--- config.mk ---
export PLATFORM = sky130hd
export DESIGN_NAME = aes_round_controller
export DESIGN_NICKNAME = d
export VERILOG_FILES = /design/src/rtl/aes_pkg.sv /design/src/rtl/aes_round_controller.sv
export SDC_FILE = /design/constraint.sdc
export NUM_CORES = 1
export LEC_CHECK = 0
export CAP_MARGIN = 20
export CORE_AREA = 3 3 300 302
export DETAILED_ROUTE_END_ITERATION = 7
export DIE_AREA = 0 0 303 305
export SLEW_MARGIN = 20
export SYNTH_ARGS = -nofsm -noshare
export SYNTH_HDL_FRONTEND = slang
export SYNTH_SLANG_ARGS = --single-unit
--- constraint.sdc ---
create_clock -name clk -period 14.35 [get_ports clk]
set_input_delay 2.1525 -clock clk [delete_from_list [all_inputs] [get_ports clk]]
set_output_delay 2.1525 -clock clk [all_outputs]
set_load 0.005 [all_outputs]
--- src/rtl/aes_pkg.sv ---
// Shared AES-128 controller definitions: operations-unit opcodes, round count, FSM states.
package aes_pkg;

  localparam logic [2:0] AES_OP_NOP   = 3'b000;
  localparam logic [2:0] AES_OP_KEYX  = 3'b001;
  localparam logic [2:0] AES_OP_SUB   = 3'b010;
  localparam logic [2:0] AES_OP_SHIFT = 3'b011;
  localparam logic [2:0] AES_OP_MIX   = 3'b100;
  localparam logic [2:0] AES_OP_ARK   = 3'b101;

  localparam logic [3:0] AES_NUM_ROUNDS = 4'd10;

  typedef enum logic [2:0] {
    AES_IDLE,
    AES_INIT_ARK,
    AES_KEYX,
    AES_SUB,
    AES_SHIFT,
    AES_MIX,
    AES_ARK,
    AES_DONE
  } aes_ctrl_state_t;

endpackage

--- src/rtl/aes_round_controller.sv ---
// AES-128 round sequencer driving the combinational operations unit one step per cycle.
// Define AES_BACK_TO_BACK_EN to accept a new job in the DONE cycle.
module aes_round_controller
  import aes_pkg::*;
#(
  parameter int unsigned regSize = 32,
  parameter int unsigned vecSize = 4
) (
  input  logic                            clk,
  input  logic                            rst,
  input  logic                            start,
  input  logic [vecSize-1:0][regSize-1:0] plaintext,
  input  logic [vecSize-1:0][regSize-1:0] cipher_key,
  output logic                            busy,
  output logic                            done,
  output logic [vecSize-1:0][regSize-1:0] ciphertext,
  output logic [2:0]                      aes_op_select,
  output logic [vecSize-1:0][regSize-1:0] aes_operand1,
  output logic [vecSize-1:0][regSize-1:0] aes_operand2,
  input  logic [vecSize-1:0][regSize-1:0] aes_result
);

  typedef logic [vecSize-1:0][regSize-1:0] vec_t;

  aes_ctrl_state_t fsm_q, fsm_d;
  vec_t            state_q, state_d;
  vec_t            key_q, key_d;
  vec_t            ct_q, ct_d;
  logic [3:0]      round_q, round_d;
  // Low for the first edge after reset release so a coincident start is ignored.
  logic            armed_q;

  always_ff @(posedge clk or posedge rst) begin
    if (rst) begin
      fsm_q   <= AES_IDLE;
      state_q <= '0;
      key_q   <= '0;
      ct_q    <= '0;
      round_q <= '0;
      armed_q <= 1'b0;
    end else begin
      fsm_q   <= fsm_d;
      state_q <= state_d;
      key_q   <= key_d;
      ct_q    <= ct_d;
      round_q <= round_d;
      armed_q <= 1'b1;
    end
  end

  always_comb begin
    fsm_d         = fsm_q;
    state_d       = state_q;
    key_d         = key_q;
    ct_d          = ct_q;
    round_d       = round_q;
    aes_op_select = AES_OP_NOP;
    aes_operand1  = '0;
    aes_operand2  = '0;
    busy          = 1'b1;
    done          = 1'b0;

    case (fsm_q)
      AES_IDLE: begin
        busy = 1'b0;
        if (start && armed_q) begin
          state_d = plaintext;
          key_d   = cipher_key;
          round_d = 4'd1;
          fsm_d   = AES_INIT_ARK;
        end
      end
      AES_INIT_ARK: begin
        aes_op_select = AES_OP_ARK;
        aes_operand1  = state_q;
        aes_operand2  = key_q;
        state_d       = aes_result;
        fsm_d         = AES_KEYX;
      end
      AES_KEYX: begin
        aes_op_select   = AES_OP_KEYX;
        aes_operand1    = key_q;
        aes_operand2[0] = regSize'(round_q);
        key_d           = aes_result;
        fsm_d           = AES_SUB;
      end
      AES_SUB: begin
        aes_op_select = AES_OP_SUB;
        aes_operand1  = state_q;
        state_d       = aes_result;
        fsm_d         = AES_SHIFT;
      end
      AES_SHIFT: begin
        aes_op_select = AES_OP_SHIFT;
        aes_operand1  = state_q;
        state_d       = aes_result;
        fsm_d         = (round_q < AES_NUM_ROUNDS) ? AES_MIX : AES_ARK;
      end
      AES_MIX: begin
        aes_op_select = AES_OP_MIX;
        aes_operand1  = state_q;
        state_d       = aes_result;
        fsm_d         = AES_ARK;
      end
      AES_ARK: begin
        aes_op_select = AES_OP_ARK;
        aes_operand1  = state_q;
        aes_operand2  = key_q;
        state_d       = aes_result;
        if (round_q == AES_NUM_ROUNDS) begin
          ct_d  = aes_result;
          fsm_d = AES_DONE;
        end else begin
          round_d = round_q + 4'd1;
          fsm_d   = AES_KEYX;
        end
      end
      AES_DONE: begin
        done  = 1'b1;
        fsm_d = AES_IDLE;
`ifdef AES_BACK_TO_BACK_EN
        if (start) begin
          state_d = plaintext;
          key_d   = cipher_key;
          round_d = 4'd1;
          fsm_d   = AES_INIT_ARK;
        end
`endif
      end
    endcase
  end

  assign ciphertext = ct_q;

endmodule

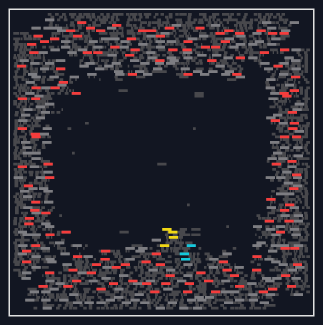
Figure 1: sequential cells grouped by signal name.
(1 px per µm) Other sequential cells in the stronger gray, the rest of the logic in the fainter gray.
- yellow: `round_q` (sequential cells 4; where bottom middle)
- cyan: `fsm_q` (sequential cells 3)
- red: `state_q` (sequential cells 128; where all over the die)
Storage cell area: 9810 µm²
Seq group: 2.00 mW
fin util: 33.2%
sequential share of cell area: 33.6%

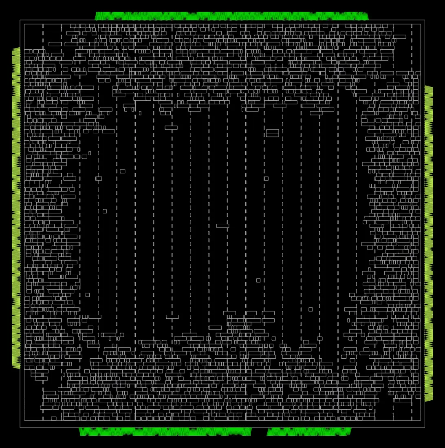
Figure 2: placement view.
Seq Cell Count: 392
TAP cells: 1165
filler instances: 8997
row cnt: 109
CORE AREA: 88000 µm²

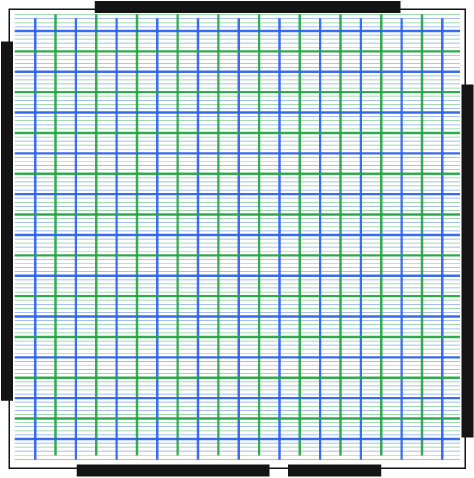
Figure 3: power grid.
(1.5 px per µm) Pins as bars on the die edge.
- green: VDD
- blue: VSS
- met1 rails: 110
- rows: 109
- met4 straps: 21
- signal pins: 776
Peak VDD IR: 0.000270 V
die y size: 305 µm
Die Width: 303 µm

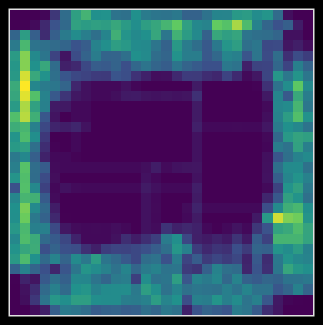
Figure 4: wiring heat map.
(1 px per µm) 30 x 30 tiles, from dark purple (low) to yellow (high), scaled to the fullest tile. Values are wire area over tile area, all layers added.
- nearly empty tiles: 24%
- emptiest ninth of the die: middle
- mean over tiles: 0.14
- fullest tile: 0.55
- tiles over half the peak: 14%
vias: 16.7k
Post-Route WL: 76.8 mm

## final cells by class
class,instances,area share [%]
Antenna cell,2,0.0171
Timing Repair Buffer,797,27.3
Clock buffer,69,4.83
Tap cell,1165,4.99
Clock inverter,12,0.583
Sequential cell,392,33.6
Multi-Input combinational cell,1329,28.7
Inverter,2,0.0514
## worst max-delay path, cell delays in order (launching register included)
cell	delay (ns)
dfrtp_1	0.65
nor2_1	0.24
nor2_4	0.15
buf_4	0.62
buf_4	0.74
a22o_1	0.24
clkdlybuf4s50_1	0.52
## per-layer routing
layer / wire length [µm] / global-route usage, %
met1: 31000 / 19.5
met2: 37400 / 27.4
met3: 5880 / 4.02
met4: 2530 / 5.17
met5: 24 / 0
## sequential cells by signal, indices dropped and copies added, names as in the netlist
name        cells
key_q         128
armed_q         1
state_q       128
round_q         4
fsm_q           3
ciphertext    128
## placed cells by master (no fill, tap or decap), types with 2 or more instances in the layout
cell type and instances:
a31oi_1 128, o21ai_0 95, nor2_1 134, and3b_1 2
clkbuf_16 49, a21oi_1 5, and2_1 126, mux2_2 124
o21ai_1 34, a22o_1 132, buf_12 3, ha_1 2
bufinv_16 4, a211oi_1 2, nand2b_1 2, dfrtp_1 392
mux2_1 4, nand2_1 389, clkdlybuf4s50_1 775, diode_2 2
buf_4 19, mux2i_1 128, clkbuf_1 9, clkinv_2 6
inv_8 2, clkbuf_8 11, nor3_1 2
## path summary, 6_finish.rpt
| kind | slack, ns | endpoint | cells past startpoint | startpoint |
|---|---|---|---|---|
| setup / recovery | 8.32 | aes_operand1[107] | 6 | fsm_q[2] |
| hold / removal | 0.49 | ciphertext[120] | 1 | ciphertext[120] |
| setup reg to reg | 11.27 | ciphertext[61] | 6 | round_q[0] |
| hold reg to reg | 0.49 | ciphertext[120] | 1 | ciphertext[120] |
| max in group asynchronous | 9.32 | ciphertext[116] | 5 | rst |
| min in group asynchronous | 2.17 | ciphertext[49] | 2 | rst |
## kinds of logic (layout without fill, tap and decap cells)
family          Yosys count  count (layout)  synth area share, %
simple gates            665             665                 15.1
compound gates          403             403                 14.3
flops                   392             392                 51.9
mux                     256             256                 14.4
buf+inv                 161             880                 4.15
fa+ha+maj                 2               2                0.132
xor+xnor                  2               2               0.0926
other cells               1               3               0.0198
## through the flow
step           total power, mW  util [%]  worst slack (ns)  instance area (µm²)  hold WS (ns)
6_report                  6.79      33.2              8.32                29200         0.490
5_1_grt                   7.27      33.2              8.05                29200         0.509
4_1_cts                   6.90      33.2              8.31                29200         0.494
3_5_place_dp              5.62      31.4              8.56                27600         0.481
3_3_place_gp              5.58      31.4              8.59                27600         0.475
2_1_floorplan             3.79         -              1.30                18900         0.461
## power breakdown
| group | switching (mW) | internal (mW) | total, mW |
|---|---|---|---|
| Clock | 0.483 | 0.749 | 1.23 |
| Combinational | 1.75 | 1.81 | 3.56 |
| Sequential | 0.396 | 1.60 | 2.00 |
| Total | 2.63 | 4.16 | 6.79 |
==> metrics.cfg <==
[run_status]
status = finished clean

[grt]
grt_pass1_wl_mm = 114
grt_max_degree = 139
antenna_found_initial = 7
track_usage_pct = 16.0
grt_pass1_vias = 17000
grt_overflow = 0

[logic_synthesis]
edf_count = 0
largest_area_cell = dfrtp_1
top_cell = dfrtp_1
avgSynthCellArea_um2 = 10.1
ys_async_sr_fraction_pct = 100
ys.warnings.count = 0
synth.distinct_cells = 40
area_leaders = dfrtp_1, nand2_1, mux2_2
syn-instance-count = 1882
ys.flop_type = dfrtp_1
yosysTopAreaCellShare_pct = 51.9
synth_area_um2 = 18900
ys_seq_share_pct = 51.9
ys_area_um2 = 18900
synth_nets = 2271
ys_cells = 1882
synth_flops = 392
top_cells_by_count = dfrtp_1, nand2_1, nor2_1

[floorplanning]
io_pins = 776
chip_area_um2 = 92400
initCoreUtil_pct = 21.5

[critical_path]
end_kind = primary output
required_ns = 12.20
path_max_fanout = 66
critPathKind = reg -> out
arrival_ns = 3.87
cp-start-kind = flip-flop

[final_timing]
maxSlewHeadroom_pct = 21.2
hold_violations = 0
fmax_ghz = 0.166
rsz0062_at_grt = no
min_period_ns = 6.03
clock-skew-final_ns = 0.0120
fin_setup_tns_ns = 0
period_used_pct = 42.0
setup_viol = 0
finalMaxSlewViolations = 0
tightest_slew_ns = 1.18

[flow_run]
drv_cap = 0
tool_warnings = 39

[clock_tree]
clk_latency_ns = 0.57
postCtsHoldBufs = 0
cts_tree = built
cts-buffers-inserted = 47
cts_buffer_depth = 3
cts_resized = 0
cts_setup_buffers = 0
cts-root-buf = clkbuf_16
clk_pin_slew_ns = 0.06
clkSinkCount = 392
cts-htree-levels = 2

[drt]
first_iter_violations = 963
dr.pass1.iters = 5
wl_per_cell_um = 20.4
viasPerCell = 4.43
ant_nets = 0
post-route-drc-count = 0

[power_and_ir_drop]
power.leakage_nw = 12.1
powerDensity_nw_per_um2 = 233

[placed_design]
io_buffer_count = 775
place.gp.congestion = 0.842
hpwlAfterDp_mm = 54.8
dp.cells = 3685

[layout]
layout.cells.non_filler = 3768
drive_above_1_share_pct = 8.69
nNetsFinal = 2958
mi_logic_area_um2 = 8370
area_growth_pct = 54.4

[worst_hold_path]
hold_path_class = reg -> reg

Power and IR drop assume default switching activity.
